[config.mk]
export PLATFORM = sky130hd
export DESIGN_NAME = ctrl_fsm_mc
export DESIGN_NICKNAME = d
export VERILOG_FILES = /design/src/rtl/ctrl_pkg.sv /design/src/rtl/ctrl_decode_rom.sv /design/src/rtl/ctrl_fsm_mc.sv
export SDC_FILE = /design/constraint.sdc
export NUM_CORES = 1
export LEC_CHECK = 0
export CORE_MARGIN = 2
export CORE_UTILIZATION = 32
export CTS_CLUSTER_SIZE = 12
export DETAILED_ROUTE_END_ITERATION = 12
export SETUP_SLACK_MARGIN = 0.15
export SYNTH_ARGS = -nofsm -noshare
export SYNTH_HDL_FRONTEND = slang
export SYNTH_HIERARCHICAL = 1
export SYNTH_SLANG_ARGS = --single-unit
[constraint.sdc]
create_clock -name clk -period 1.95 [get_ports clk]
set_input_delay 0.2925 -clock clk [delete_from_list [all_inputs] [get_ports clk]]
set_output_delay 0.2925 -clock clk [all_outputs]
set_load 0.02 [all_outputs]
[src/rtl/ctrl_pkg.sv]
// Shared definitions for the multi-cycle control unit: opcodes, ALU codes,
// FSM state encoding and the decoded datapath control bundle.
package ctrl_pkg;

    localparam logic [5:0] OP_ADD  = 6'd0;
    localparam logic [5:0] OP_SUB  = 6'd1;
    localparam logic [5:0] OP_MUL  = 6'd2;
    localparam logic [5:0] OP_AND  = 6'd3;
    localparam logic [5:0] OP_OR   = 6'd4;
    localparam logic [5:0] OP_ADDI = 6'd5;
    localparam logic [5:0] OP_LDB  = 6'd10;
    localparam logic [5:0] OP_LDW  = 6'd11;
    localparam logic [5:0] OP_STB  = 6'd12;
    localparam logic [5:0] OP_STW  = 6'd13;
    localparam logic [5:0] OP_MOV  = 6'd14;
    localparam logic [5:0] OP_BEQ  = 6'd20;
    localparam logic [5:0] OP_JUMP = 6'd21;
    localparam logic [5:0] OP_TLBW = 6'd30;
    localparam logic [5:0] OP_IRET = 6'd31;

    localparam logic [3:0] ALU_ADD  = 4'd0;
    localparam logic [3:0] ALU_SUB  = 4'd1;
    localparam logic [3:0] ALU_MUL  = 4'd2;
    localparam logic [3:0] ALU_AND  = 4'd3;
    localparam logic [3:0] ALU_OR   = 4'd4;
    localparam logic [3:0] ALU_PASS = 4'd5;

    localparam logic [1:0] S_IDLE = 2'd0;
    localparam logic [1:0] S_EXEC = 2'd1;
    localparam logic [1:0] S_MEM  = 2'd2;
    localparam logic [1:0] S_WB   = 2'd3;

    typedef enum logic [2:0] {
        CL_ALU,
        CL_MUL,
        CL_MEM,
        CL_BR,
        CL_SYS,
        CL_ILL
    } op_class_e;

    typedef struct packed {
        logic       reg_dest;
        logic       alu_src;
        logic       mem_to_reg;
        logic       branch;
        logic       jump;
        logic       mem_byte;
        logic [3:0] alu_ctrl;
        logic       reg_write;
        logic       mem_read;
        logic       mem_write;
        logic       tlb_write;
        logic       iret;
    } dec_fields_t;

endpackage

[src/rtl/ctrl_decode_rom.sv]
// Combinational opcode decoder: opcode -> control fields and sequencing class.
// MUL decodes only when CTRL_MUL_EN is defined; otherwise opcode 2 is illegal.
module ctrl_decode_rom
    import ctrl_pkg::*;
#(
    parameter int OP_W = 6
) (
    input  logic [OP_W-1:0] op,
    output dec_fields_t     fields,
    output op_class_e       op_class
);

    logic is_alu;
    logic is_addi;
    logic is_load;
    logic is_store;
    logic is_mov;
    logic is_beq;
    logic is_jump;
    logic is_tlbw;
    logic is_iret;

    assign is_alu = (op == OP_W'(OP_ADD)) || (op == OP_W'(OP_SUB))
                 || (op == OP_W'(OP_AND)) || (op == OP_W'(OP_OR));
    assign is_addi  = (op == OP_W'(OP_ADDI));
    assign is_load  = (op == OP_W'(OP_LDB)) || (op == OP_W'(OP_LDW));
    assign is_store = (op == OP_W'(OP_STB)) || (op == OP_W'(OP_STW));
    assign is_mov   = (op == OP_W'(OP_MOV));
    assign is_beq   = (op == OP_W'(OP_BEQ));
    assign is_jump  = (op == OP_W'(OP_JUMP));
    assign is_tlbw  = (op == OP_W'(OP_TLBW));
    assign is_iret  = (op == OP_W'(OP_IRET));

`ifdef CTRL_MUL_EN
    logic is_mul;
    assign is_mul = (op == OP_W'(OP_MUL));
`endif

    always_comb begin
        fields   = '0;
        op_class = CL_ILL;
        unique case (1'b1)
            is_alu: begin
                op_class           = CL_ALU;
                fields.reg_dest    = 1'b1;
                fields.alu_ctrl    = 4'(op);
                fields.reg_write   = 1'b1;
            end
`ifdef CTRL_MUL_EN
            is_mul: begin
                op_class           = CL_MUL;
                fields.reg_dest    = 1'b1;
                fields.alu_ctrl    = ALU_MUL;
                fields.reg_write   = 1'b1;
            end
`endif
            is_addi: begin
                op_class           = CL_ALU;
                fields.alu_src     = 1'b1;
                fields.alu_ctrl    = ALU_ADD;
                fields.reg_write   = 1'b1;
            end
            is_load: begin
                op_class           = CL_MEM;
                fields.alu_src     = 1'b1;
                fields.mem_to_reg  = 1'b1;
                fields.mem_byte    = (op == OP_W'(OP_LDB));
                fields.reg_write   = 1'b1;
                fields.mem_read    = 1'b1;
            end
            is_store: begin
                op_class           = CL_MEM;
                fields.alu_src     = 1'b1;
                fields.mem_byte    = (op == OP_W'(OP_STB));
                fields.mem_write   = 1'b1;
            end
            is_mov: begin
                op_class           = CL_ALU;
                fields.reg_dest    = 1'b1;
                fields.alu_ctrl    = ALU_PASS;
                fields.reg_write   = 1'b1;
            end
            is_beq: begin
                op_class           = CL_BR;
                fields.branch      = 1'b1;
                fields.alu_ctrl    = ALU_SUB;
            end
            is_jump: begin
                op_class           = CL_BR;
                fields.jump        = 1'b1;
            end
            is_tlbw: begin
                op_class           = CL_SYS;
                fields.tlb_write   = 1'b1;
            end
            is_iret: begin
                op_class           = CL_SYS;
                fields.iret        = 1'b1;
            end
            default: begin
                op_class           = CL_ILL;
            end
        endcase
    end

endmodule

[src/rtl/ctrl_fsm_mc.sv]
// Multi-cycle control FSM: IDLE -> EXEC -> [MEM] -> WB, with decoded fields
// registered at accept. CTRL_MUL_EN enables the multi-cycle MUL path.
module ctrl_fsm_mc
    import ctrl_pkg::*;
#(
    parameter int OP_W        = 6,
    parameter int ALU_CTRL_W  = 4,
    parameter int MUL_CYCLES  = 3,
    parameter int MEM_TIMEOUT = 15
) (
    input  logic                  clk,
    input  logic                  rst,
    input  logic                  op_valid,
    input  logic [OP_W-1:0]       op,
    output logic                  op_ready,
    input  logic                  mem_ack,
    output logic                  reg_dest,
    output logic                  alu_src,
    output logic                  mem_to_reg,
    output logic                  branch,
    output logic                  jump,
    output logic                  mem_byte,
    output logic [ALU_CTRL_W-1:0] alu_ctrl,
    output logic                  mem_read,
    output logic                  mem_write,
    output logic                  reg_write,
    output logic                  tlb_write,
    output logic                  iret,
    output logic                  done,
    output logic                  illegal_op,
    output logic                  mem_err,
    output logic                  busy
);

`ifdef CTRL_MUL_EN
    localparam int CNT_MAX = (MUL_CYCLES > MEM_TIMEOUT) ? MUL_CYCLES : MEM_TIMEOUT;
`else
    // MUL_CYCLES has no effect in this build
    localparam int CNT_MAX = MEM_TIMEOUT + 0 * MUL_CYCLES;
`endif
    localparam int CNT_W = $clog2(CNT_MAX + 1);

    dec_fields_t      rom_fields;
    dec_fields_t      fields_d;
    dec_fields_t      fields_q;
    op_class_e        rom_class;
    op_class_e        class_d;
    op_class_e        class_q;
    logic [1:0]       state_d;
    logic [1:0]       state_q;
    logic [CNT_W-1:0] cnt_d;
    logic [CNT_W-1:0] cnt_q;
    logic             accept;
    logic             mem_last;

    ctrl_decode_rom #(
        .OP_W(OP_W)
    ) u_rom (
        .op      (op),
        .fields  (rom_fields),
        .op_class(rom_class)
    );

    assign op_ready = (state_q == S_IDLE) && !rst;
    assign accept   = op_valid && op_ready;
    assign mem_last = (cnt_q == CNT_W'(MEM_TIMEOUT - 1));

    always_comb begin
        state_d  = state_q;
        cnt_d    = cnt_q;
        fields_d = fields_q;
        class_d  = class_q;
        case (state_q)
            S_IDLE: begin
                if (accept) begin
                    state_d  = S_EXEC;
                    cnt_d    = '0;
                    fields_d = rom_fields;
                    class_d  = rom_class;
                end
            end
            S_EXEC: begin
                cnt_d = '0;
                unique case (class_q)
                    CL_ILL:  state_d = S_IDLE;
                    CL_MEM:  state_d = S_MEM;
`ifdef CTRL_MUL_EN
                    CL_MUL: begin
                        if (cnt_q == CNT_W'(MUL_CYCLES - 1)) begin
                            state_d = S_WB;
                        end else begin
                            cnt_d = cnt_q + CNT_W'(1);
                        end
                    end
`endif
                    default: state_d = S_WB;
                endcase
            end
            S_MEM: begin
                // an ack in the final timeout cycle still completes the access
                if (mem_ack) begin
                    state_d = S_WB;
                end else if (mem_last) begin
                    state_d = S_IDLE;
                end else begin
                    cnt_d = cnt_q + CNT_W'(1);
                end
            end
            S_WB:    state_d = S_IDLE;
            default: state_d = S_IDLE;
        endcase
    end

    always_ff @(posedge clk or posedge rst) begin
        if (rst) begin
            state_q  <= S_IDLE;
            cnt_q    <= '0;
            fields_q <= '0;
            class_q  <= CL_ALU;
        end else begin
            state_q  <= state_d;
            cnt_q    <= cnt_d;
            fields_q <= fields_d;
            class_q  <= class_d;
        end
    end

    assign reg_dest   = fields_q.reg_dest;
    assign alu_src    = fields_q.alu_src;
    assign mem_to_reg = fields_q.mem_to_reg;
    assign branch     = fields_q.branch;
    assign jump       = fields_q.jump;
    assign mem_byte   = fields_q.mem_byte;
    assign alu_ctrl   = ALU_CTRL_W'(fields_q.alu_ctrl);

    assign busy       = (state_q != S_IDLE);
    assign mem_read   = (state_q == S_MEM) && fields_q.mem_read;
    assign mem_write  = (state_q == S_MEM) && fields_q.mem_write;
    assign done       = (state_q == S_WB);
    assign reg_write  = done && fields_q.reg_write;
    assign tlb_write  = done && fields_q.tlb_write;
    assign iret       = done && fields_q.iret;
    assign illegal_op = (state_q == S_EXEC) && (class_q == CL_ILL);
    assign mem_err    = (state_q == S_MEM) && mem_last && !mem_ack;

endmodule

==> ci_impl_report.md <==
### Flow metrics

| Metric | Value |
|---|---|
| Run status | complete, no violations |
| Setup repair after global routing missed its margin | true |
| Synth Warn # | 6 |
| Launching point of the worst reg2reg path | state_q[0] |
| Post-synth seq share | 37.9% |
| Tap cells | about 67 |
| Remaining antenna violation count | 0 |
| Fraction of synthesized area in multiplexers | between 10% and 20% |
| Gr usage total | approximately an eighth |
| Tool warnings | 29 |
| Count leader, synth | sky130_fd_sc_hd__dfrtp_1 |
| Worst Path Buf+Inv | 2 |
| Vias per cell | between 4 and 5 |
| Register with the highest flop count | fields_q |
| Post-CTS clock slew at the launch and capture registers of the worst setup and hold paths | ~80 ps |
| Worst Path Class, Setup | reg -> out |
| Flip-flop count of the largest register, all copies and words added | 5 |
| Final Skew | just over 4 ps |
| Layout area overhead | 19.8% |
| Worst setup path endpoint | mem_err |
| Die width | around 74 um |
| Worst reg2reg endpoint | mem_byte |
| CTS tree | done |
| Post-synthesis adder-cell area fraction | ~1.6% |
| DRT Pass-1 Iters | 4 |
| Synthesized area | 1580 um^2 |
| Placement Rows | 25 |
| Number of buffers inserted during clock tree synthesis | 3 |
| Cell Type Count | 44 |
| Synthesized instance count | 157 |
| Number of antenna violations at the first check in global routing | 0 |
| Kind of launch point of the worst setup path | flip-flop |
| Highest cell delay on the worst timing path | 430 ps |
| Sum of negative setup slack | 0 ps |
| Comb gate area | 779 um^2 |
| Detailed Place HPWL | approximately 2.3 mm |
| Synthesized-area fraction occupied by xor and xnor cells | 1.11% |
| Ys flops | 24 |
| Basic-gate share of the synthesized area counting and, or, nand and nor cells | just over 20% |
| Post-placement worst setup slack | between 100 and 150 ps |
| Signal arrival time at the worst endpoint | 1430 ps |
| Die extent in y | about 74 um |
| Fill cell total of the finished layout | between 500 and 600 |
## metrics by stage
step	instance area [um^2]	power [mW]	hold slack (ps)	std cells
after detailed placement	1860	1.40	491	240
final	1900	1.71	493	244
after floorplan	1580	1.20	316	157
after global routing	1900	1.83	533	244
after global placement	1860	1.38	491	240
after CTS	1910	1.74	500	244
## repair_timing
action | CTS | global route
endpoints found under the setup margin | 10 | 5
setup buffers | 0 | 0
gates resized | 12 | 11
## layer usage
layer | part of all wire, % | wire length, um | track usage, %
met1 | 48 | 1490 | 16.9
met2 | 47 | 1480 | 19.3
met3 | 4.2 | 131 | 3.39
met4 | 0.70 | 22 | 3.57
met5 | 0 | 0 | 0
## power by group
part	leakage [nW]	switching [mW]	internal (mW)
registers	0.317	0.101	0.605
clock network	0.0288	0.155	0.180
logic	0.502	0.321	0.343
Figure 1. Clock wiring as the flow saved it.
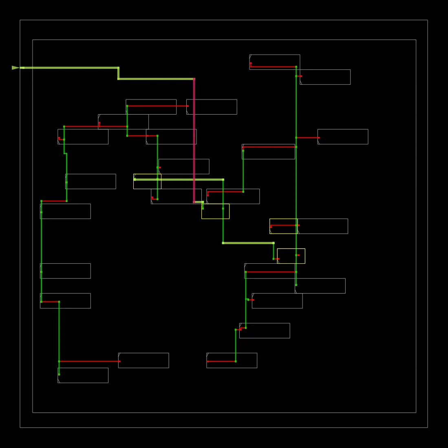
clock buffer instance count of the final layout: 4
Seq cells: 24

Figure 2. Sequential cells colored by netlist name.
Drawn at 4 px/um.
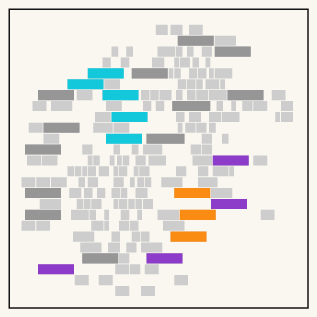
purple -> alu_ctrl  # placed flops 4
orange -> class_q  # placed flops 3
cyan -> fields_q  # placed flops 5
not colored = 12
Sequential cell area: 603 um^2
post-route core utilization: 39.9%

Figure 3. Gate-type map.
Drawn at 6 px/um.
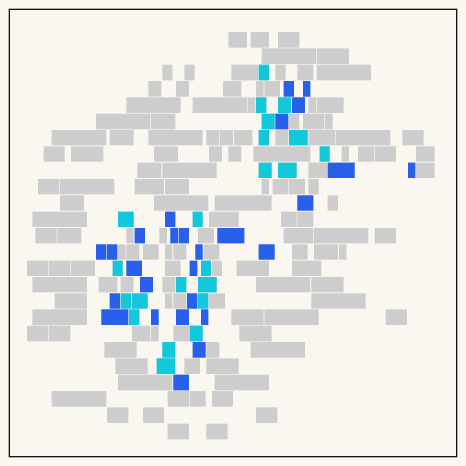
cyan -> inverting AOI/OAI gates  # cells 22, most used o21ai_0
blue -> NOR gates  # cells 27, most used nor3_1
most common cell after layout, fill and taps aside: sky130_fd_sc_hd__dfrtp_1
logic gate fraction of the total cell area: 41.1%
non-filler cells in the finished layout: 244

Power and IR drop assume default switching activity.
